[src/rtl/tick_gen_pkg.sv]
// Shared constants for the tick generator: FSM state encodings and counter widths.
package tick_gen_pkg;

  localparam logic [1:0] HALT = 2'd0;
  localparam logic [1:0] RUN  = 2'd1;
  localparam logic [1:0] STEP = 2'd2;

  localparam int unsigned TICK_COUNT_W = 32;

endpackage

[src/rtl/tick_div_counter.sv]
// Loadable down-counter for the tick period; reloads with max(ratio,1)-1 and flags zero.
module tick_div_counter #(
  parameter int unsigned NrOfBits = 16
) (
  input  logic                Clock,
  input  logic                Reset,
  input  logic                clear,
  input  logic                load,
  input  logic                dec,
  input  logic [NrOfBits-1:0] ratio,
  output logic                zero_c
);

  logic [NrOfBits-1:0] cnt;
  logic [NrOfBits-1:0] reload_c;

  // Ratios 0 and 1 both reload to 0, giving a tick every cycle.
  assign reload_c = (ratio == '0) ? '0 : ratio - NrOfBits'(1);
  assign zero_c   = (cnt == '0);

  always_ff @(posedge Clock) begin
    if (Reset) begin
      cnt <= '0;
    end else if (clear) begin
      cnt <= '0;
    end else if (load) begin
      cnt <= reload_c;
    end else if (dec && !zero_c) begin
      cnt <= cnt - NrOfBits'(1);
    end
  end

endmodule

[src/rtl/tick_gen_ctrl.sv]
// Tick strobe generator with free-run, halt and single-step; registered Tick/Running/StepBusy.
// Optional TICK_GEN_COUNT_EN adds a 32-bit TickCount with synchronous CountClear.
module tick_gen_ctrl
  import tick_gen_pkg::*;
#(
  parameter int unsigned NrOfBits     = 16,
  parameter int unsigned ResetDivider = 4
) (
  input  logic                    Clock,
  input  logic                    Reset,
  input  logic                    Run,
  input  logic                    Step,
  input  logic                    DividerLoad,
  input  logic [NrOfBits-1:0]     DividerValue,
`ifdef TICK_GEN_COUNT_EN
  input  logic                    CountClear,
  output logic [TICK_COUNT_W-1:0] TickCount,
`endif
  output logic                    Tick,
  output logic                    Running,
  output logic                    StepBusy
);

  logic [1:0]          state;
  logic [1:0]          state_nxt;
  logic                tick_nxt;
  logic                running_nxt;
  logic                step_busy_nxt;
  logic                cnt_clear_c;
  logic                cnt_load_c;
  logic                cnt_dec_c;
  logic                cnt_zero_c;
  logic [NrOfBits-1:0] div_reg;

  // Latched divide ratio; the counter samples the pre-load value on the same edge.
  always_ff @(posedge Clock) begin
    if (Reset) begin
      div_reg <= NrOfBits'(ResetDivider);
    end else if (DividerLoad) begin
      div_reg <= DividerValue;
    end
  end

  tick_div_counter #(
    .NrOfBits(NrOfBits)
  ) u_div_counter (
    .Clock  (Clock),
    .Reset  (Reset),
    .clear  (cnt_clear_c),
    .load   (cnt_load_c),
    .dec    (cnt_dec_c),
    .ratio  (div_reg),
    .zero_c (cnt_zero_c)
  );

  // State and output registers.
  always_ff @(posedge Clock) begin
    if (Reset) begin
      state    <= HALT;
      Tick     <= 1'b0;
      Running  <= 1'b0;
      StepBusy <= 1'b0;
    end else begin
      state    <= state_nxt;
      Tick     <= tick_nxt;
      Running  <= running_nxt;
      StepBusy <= step_busy_nxt;
    end
  end

  // Next-state and next-output logic.
  always_comb begin
    state_nxt     = state;
    tick_nxt      = 1'b0;
    step_busy_nxt = 1'b0;
    cnt_clear_c   = 1'b0;
    cnt_load_c    = 1'b0;
    cnt_dec_c     = 1'b0;
    case (state)
      HALT: begin
        if (Run) begin
          state_nxt  = RUN;
          cnt_load_c = 1'b1;
        end else if (Step) begin
          state_nxt     = STEP;
          step_busy_nxt = 1'b1;
        end
      end
      RUN: begin
        // Dropping Run wins over a tick due in the same cycle.
        if (!Run) begin
          state_nxt   = HALT;
          cnt_clear_c = 1'b1;
        end else if (cnt_zero_c) begin
          tick_nxt   = 1'b1;
          cnt_load_c = 1'b1;
        end else begin
          cnt_dec_c = 1'b1;
        end
      end
      STEP: begin
        tick_nxt  = 1'b1;
        state_nxt = HALT;
      end
      default: begin
        state_nxt = HALT;
      end
    endcase
    running_nxt = (state_nxt == RUN);
  end

`ifdef TICK_GEN_COUNT_EN
  // Counts cycles with Tick high; clear has priority over a coincident increment.
  always_ff @(posedge Clock) begin
    if (Reset || CountClear) begin
      TickCount <= '0;
    end else if (Tick) begin
      TickCount <= TickCount + TICK_COUNT_W'(1);
    end
  end
`endif

endmodule
[config.mk]
export PLATFORM = sky130hd
export DESIGN_NAME = tick_gen_ctrl
export DESIGN_NICKNAME = d
export VERILOG_FILES = /design/src/rtl/tick_gen_pkg.sv /design/src/rtl/tick_div_counter.sv /design/src/rtl/tick_gen_ctrl.sv
export SDC_FILE = /design/constraint.sdc
export NUM_CORES = 1
export LEC_CHECK = 0
export ABC_AREA = 1
export CORE_ASPECT_RATIO = 1.2
export CORE_MARGIN = 1.5
export CORE_UTILIZATION = 40
export CTS_CLUSTER_SIZE = 10
export DETAILED_ROUTE_END_ITERATION = 12
export PLACE_DENSITY_LB_ADDON = 0.2
export RECOVER_POWER = 100
export SLEW_MARGIN = 15
export SYNTH_ARGS = -nofsm -noshare
export SYNTH_HDL_FRONTEND = slang
export SYNTH_HIERARCHICAL = 1
export SYNTH_SLANG_ARGS = --single-unit
[constraint.sdc]
create_clock -name Clock -period 2.8 [get_ports Clock]
set_input_delay 0.42 -clock Clock [delete_from_list [all_inputs] [get_ports Clock]]
set_output_delay 0.42 -clock Clock [all_outputs]
set_load 0.01 [all_outputs]
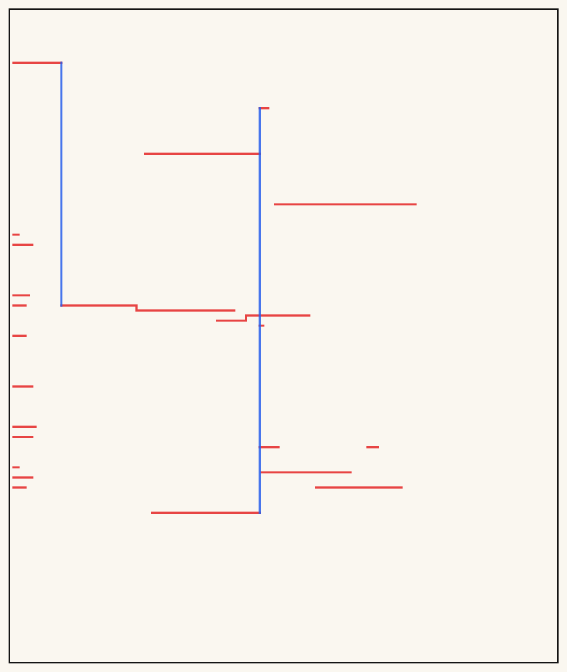
(run_1/metal_stack.png)
Two of the layers only.
legend:
  met3:
    colour: red
    wire_length: 142 microns
  met4:
    colour: blue
    wire_length: 87.0 microns
GR Util All Layers: 0.187
average wire length per cell after detail routing: 11.0 microns
Total Wirelength: 5370 microns
DR vias: 2,312

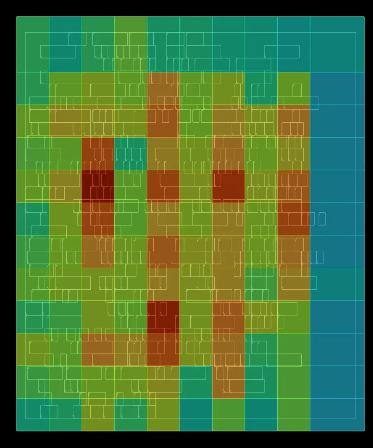
(run_1/final_congestion.png)
global routing usage on met1: 0.235
global routing usage on met2: 0.317
grt met3 use: 0.0322

==> results.txt, run 1 <==
Numbers from the implementation run.

The power report attributes to the clock group a share of 0.235. The run finished with clean final reports. In the detailed route, the total length drawn on met2 is around 2600 microns. Data on the critical path is required at its endpoint by 2990 ps. Per the OpenROAD power report, leakage power amounts to 1.32 nW. Counting every net in the synthesized netlist gives 410. Counting flops with an async set or reset pin after synthesis yields a share of 0. For this run, the chip area from Yosys synthesis comes to 2390 sq um. The data-path buffer share of cell area in the final layout is 0.0890. Yosys instantiated no cell more often than sky130_fd_sc_hd__nor2_1. The timing report shows that the slowest cell on the worst path is sky130_fd_sc_hd__dfxtp_1. The first global-routing pass estimated 9560 microns of wire.

The number of post-CTS setup repair buffers is 0. Traced cell by cell, the critical path runs through inv_1 -> ha_1 -> nand2_1 -> nor2_1 -> nand2_4 -> inv_1 -> nand2_1 -> nand2_1 -> inv_1 -> nand2_4 -> clkinv_1 -> nor2_1 -> nor2_1. The startpoint of the most critical hold path is div_reg[0]$_SDFFE_PP0P_. The number of ordinary inverters in the final layout is roughly 45. Along the critical path, the tally of buffer and inverter instances is 4. The timing endpoint of the critical path is u_div_counter/cnt[3]$_SDFFE_PP0P_. The sequential cell count of the final layout is 37.

The count of cells in the finished layout, fillers not included, comes to 488. The first routing iteration left between 100 and 150 violations. The clock transition at the register clock pins on the worst setup and hold paths after CTS is 80 ps.

The maximum buffer depth of the clock tree is 2. Counting flops with a built-in enable in the synthesized netlist gives 0. In this run the cell area measured after placement is 2680 sq um. Of the post-synthesis cell area, the dominant cell type holds 0.310. Per the layout area report, the combinational fraction of cell area is 0.515. The tally of filler cells in the layout is between 600 and 700.

Per the timing report, the biggest fanout along the worst path comes to 21. The sequential-to-total area share from yosys stat is 0.310. The number of global-route vias before repair came to roughly 2,200.

In this design, the stage delay of the slowest critical-path cell is 310 ps. The synthesis-stage register bit count is 37. The start point of the critical path is u_div_counter/cnt[0]$_SDFFE_PP0P_. The routed design uses 142 microns of met3 wire. The top power consumer group is registers. Signal routing reaches up to met4. The worst-case setup margin in the final layout is 641 ps. The worst slack on hold paths is 507 ps.

After global routing the overflow that remains totals 0. The worst hold path stage count is 2. The top cell type by total area after synthesis is sky130_fd_sc_hd__dfxtp_1. Of the total synthesized cell area, the portion taken by AND, OR, NAND and NOR gates is 0.427. Synthesis produced a netlist whose cell count is 383. At the placement stage, the worst setup path has a slack of between 600 and 700 ps. The largest net degree at the start of global routing is 22.

STA classifies the critical path endpoint as a flip-flop. Derived from the worst setup path, the maximum achievable clock frequency is 463 MHz. Of the cells placed in the final design, the portion with a size suffix greater than 1 is 0.0711. The total area of sequential cells is 741 sq um. Ranking logic cells in the layout by count gives the top entries 86 x sky130_fd_sc_hd__nor2_1, 81 x sky130_fd_sc_hd__nand2_1, 40 x sky130_fd_sc_hd__inv_1. The internal power contribution is 0.000963 W. The switching fraction of total power is 0.380.

Of the available clock period, the critical path in the final layout requires 0.771. In the placement report, post-DP HPWL is listed as 4130 microns. Routability-driven placement finished with a final weighted congestion of 0.842. The aggregate negative setup slack is 0 ps.

The number of setup violations in the final report is 0. The total of clock buffers placed in the layout is 6. Including well taps, the total number of placed cells is roughly 480. Once the clock tree was built, the resizer swapped 0 gates to a different size.

The reg-to-reg critical path startpoint is u_div_counter/cnt[0]$_SDFFE_PP0P_. The summed area of non-filler cells in the final layout is 2760 sq um. The power density relative to cell area is 564 nW/um^2. The tally of yosys warning messages is 6. Hold-check failures listed in the final report amount to 0. The flow inserted 80 tap cells.
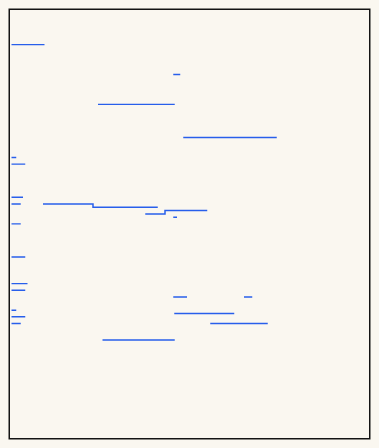
(run_1/met3.png)
main direction: horizontal
share of all routed wire: 2.7%

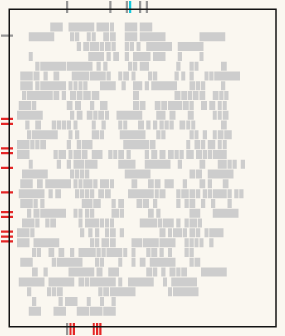
(run_1/pins.png)
Pins as bars across the die edge, other pins in grey.
legend:
  `DividerValue`:
    colour: red
    pins: 16
    direction: input
    edge: 11 left, 5 bottom
  `Run`:
    colour: cyan
    pins: 1
    direction: input
    edge: top
all pins by edge: 12 left, 6 bottom, 6 top
y dimension of the die: 87.7 microns
Die Width: 73.6 microns

==> run_1/registers.png <==
Other sequential cells in the stronger grey, the rest of the logic in the fainter grey.
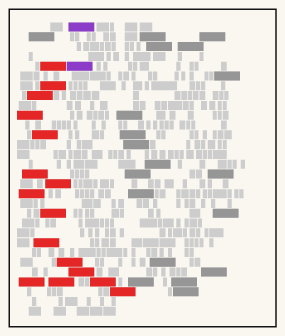

==> run 1 -> run 2 <==
==> constraint.sdc (replaced) <==
create_clock -name Clock -period 2 [get_ports Clock]
set_input_delay 0.3 -clock Clock [delete_from_list [all_inputs] [get_ports Clock]]
set_output_delay 0.3 -clock Clock [all_outputs]
set_load 0.01 [all_outputs]
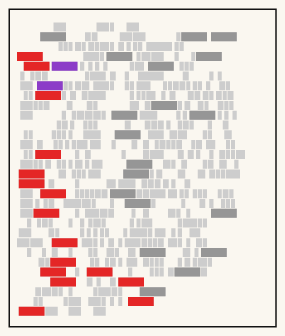
(run_2/registers.png)
Other sequential cells in the stronger grey, the rest of the logic in the fainter grey.
legend:
  `state`:
    colour: purple
    sequential_cells: 2
  `div_reg`:
    colour: red
    sequential_cells: 16
not coloured: 19
register fraction of the total cell area: 0.262
Storage cell area: 741 sq um
sequential logic power: 0.000886 W
end-of-flow core utilization: 0.496

==> results.txt, run 2 <==
Numbers from the implementation run.

The startpoint of the most critical hold path is div_reg[0]$_SDFFE_PP0P_. The run finished with clean final reports. The clock transition at the register clock pins on the worst setup and hold paths after CTS is 70 ps (about the same). The number of instances in the placed design is 486 (+1.3%). The largest stage delay on the critical path is 310 ps (about the same). The worst setup path is captured at a flip-flop. The aggregate global routing overflow came to 0 (unchanged). The data-path buffer share of cell area in the final layout is 0.104 (+0.0150). The master of the slowest instance on the critical path is sky130_fd_sc_hd__dfxtp_1. The clock power share is 0.235 (about the same). The HPWL after detailed placement is 4410 microns (+6.7%). The critical path data required time is 2180 ps (-810 ps). The synthesized instance count is 383 (unchanged). The sequential cell count of the final layout is 37 (unchanged).

The top power consumer group is registers. The worst-case setup margin in the final layout came to 147 ps (-495 ps). The share of layout cells above drive strength 1 is 0.0944 (+0.0234). The largest fanout on the critical path was 16 (-24%). The chip area estimate from yosys synthesis is 2390 sq um (unchanged). The number of global-route vias before repair came to 2,192 (+0.18%). The summed area of non-filler cells in the final layout is 2830 sq um (+2.6%). The aggregate negative setup slack is 0 ps (unchanged).

The worst hold path stage count is 2 (unchanged). The buffering stage count on the worst path with inverters included is 4 (unchanged). Ranking logic cells in the layout by count gives the top entries 83 x sky130_fd_sc_hd__nor2_1, 81 x sky130_fd_sc_hd__nand2_1, 38 x sky130_fd_sc_hd__inv_1.

The worst slack on hold paths is 504 ps (-3.17 ps). The top cell type by total area after synthesis is sky130_fd_sc_hd__dfxtp_1. The critical path goes through inv_1 -> ha_1 -> nand2_1 -> nor2_2 -> nand2_4 -> inv_1 -> nand2_1 -> nand2_1 -> inv_2 -> buf_4 -> nand3_1 -> nand2_1 -> a21oi_1 -> nor2_1. The number of tap instances was 80 (unchanged). The fraction of post-synthesis cell area in the top cell type by area was 0.310 (unchanged).

The length of routed met2 wiring was 2820 microns (+8.6%). The start point of the critical path is u_div_counter/cnt[1]$_SDFFE_PP0P_. The cell area after placement is 2720 sq um (+1.7%).

The switching fraction of total power was 0.373 (-0.00702). The number of ordinary inverters in the final layout is 45 (unchanged). The maximum buffer depth of the clock tree came to 2 (unchanged).

The die boundary width came to 73.6 microns (unchanged). The met3 layer usage reported by global route is 0.0403 (+0.00806). The tally of yosys warning messages is 6 (unchanged).

The chip height is 87.7 microns (unchanged). The fraction of met1 tracks used by global routing is 0.234 (-0.00128). The worst-case setup slack after placement is 111 ps (-523 ps).
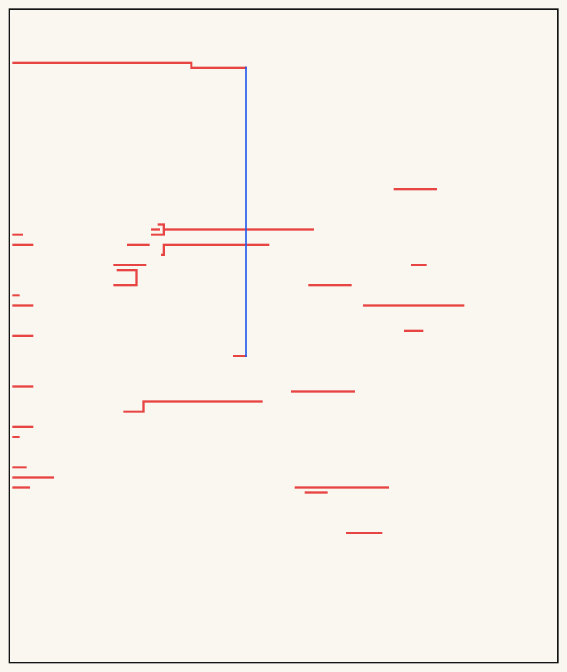
(run_2/metal_stack.png)
Two of the layers only.
legend:
  met3:
    colour: red
    wire_length: 189 microns
  met4:
    colour: blue
    wire_length: 38.8 microns
average wire length per cell after detail routing: 11.4 microns
Total Wirelength: 5620 microns
DR vias: 2,360
GR Util All Layers: 0.193

Power is estimated from default activity; no workload was simulated.
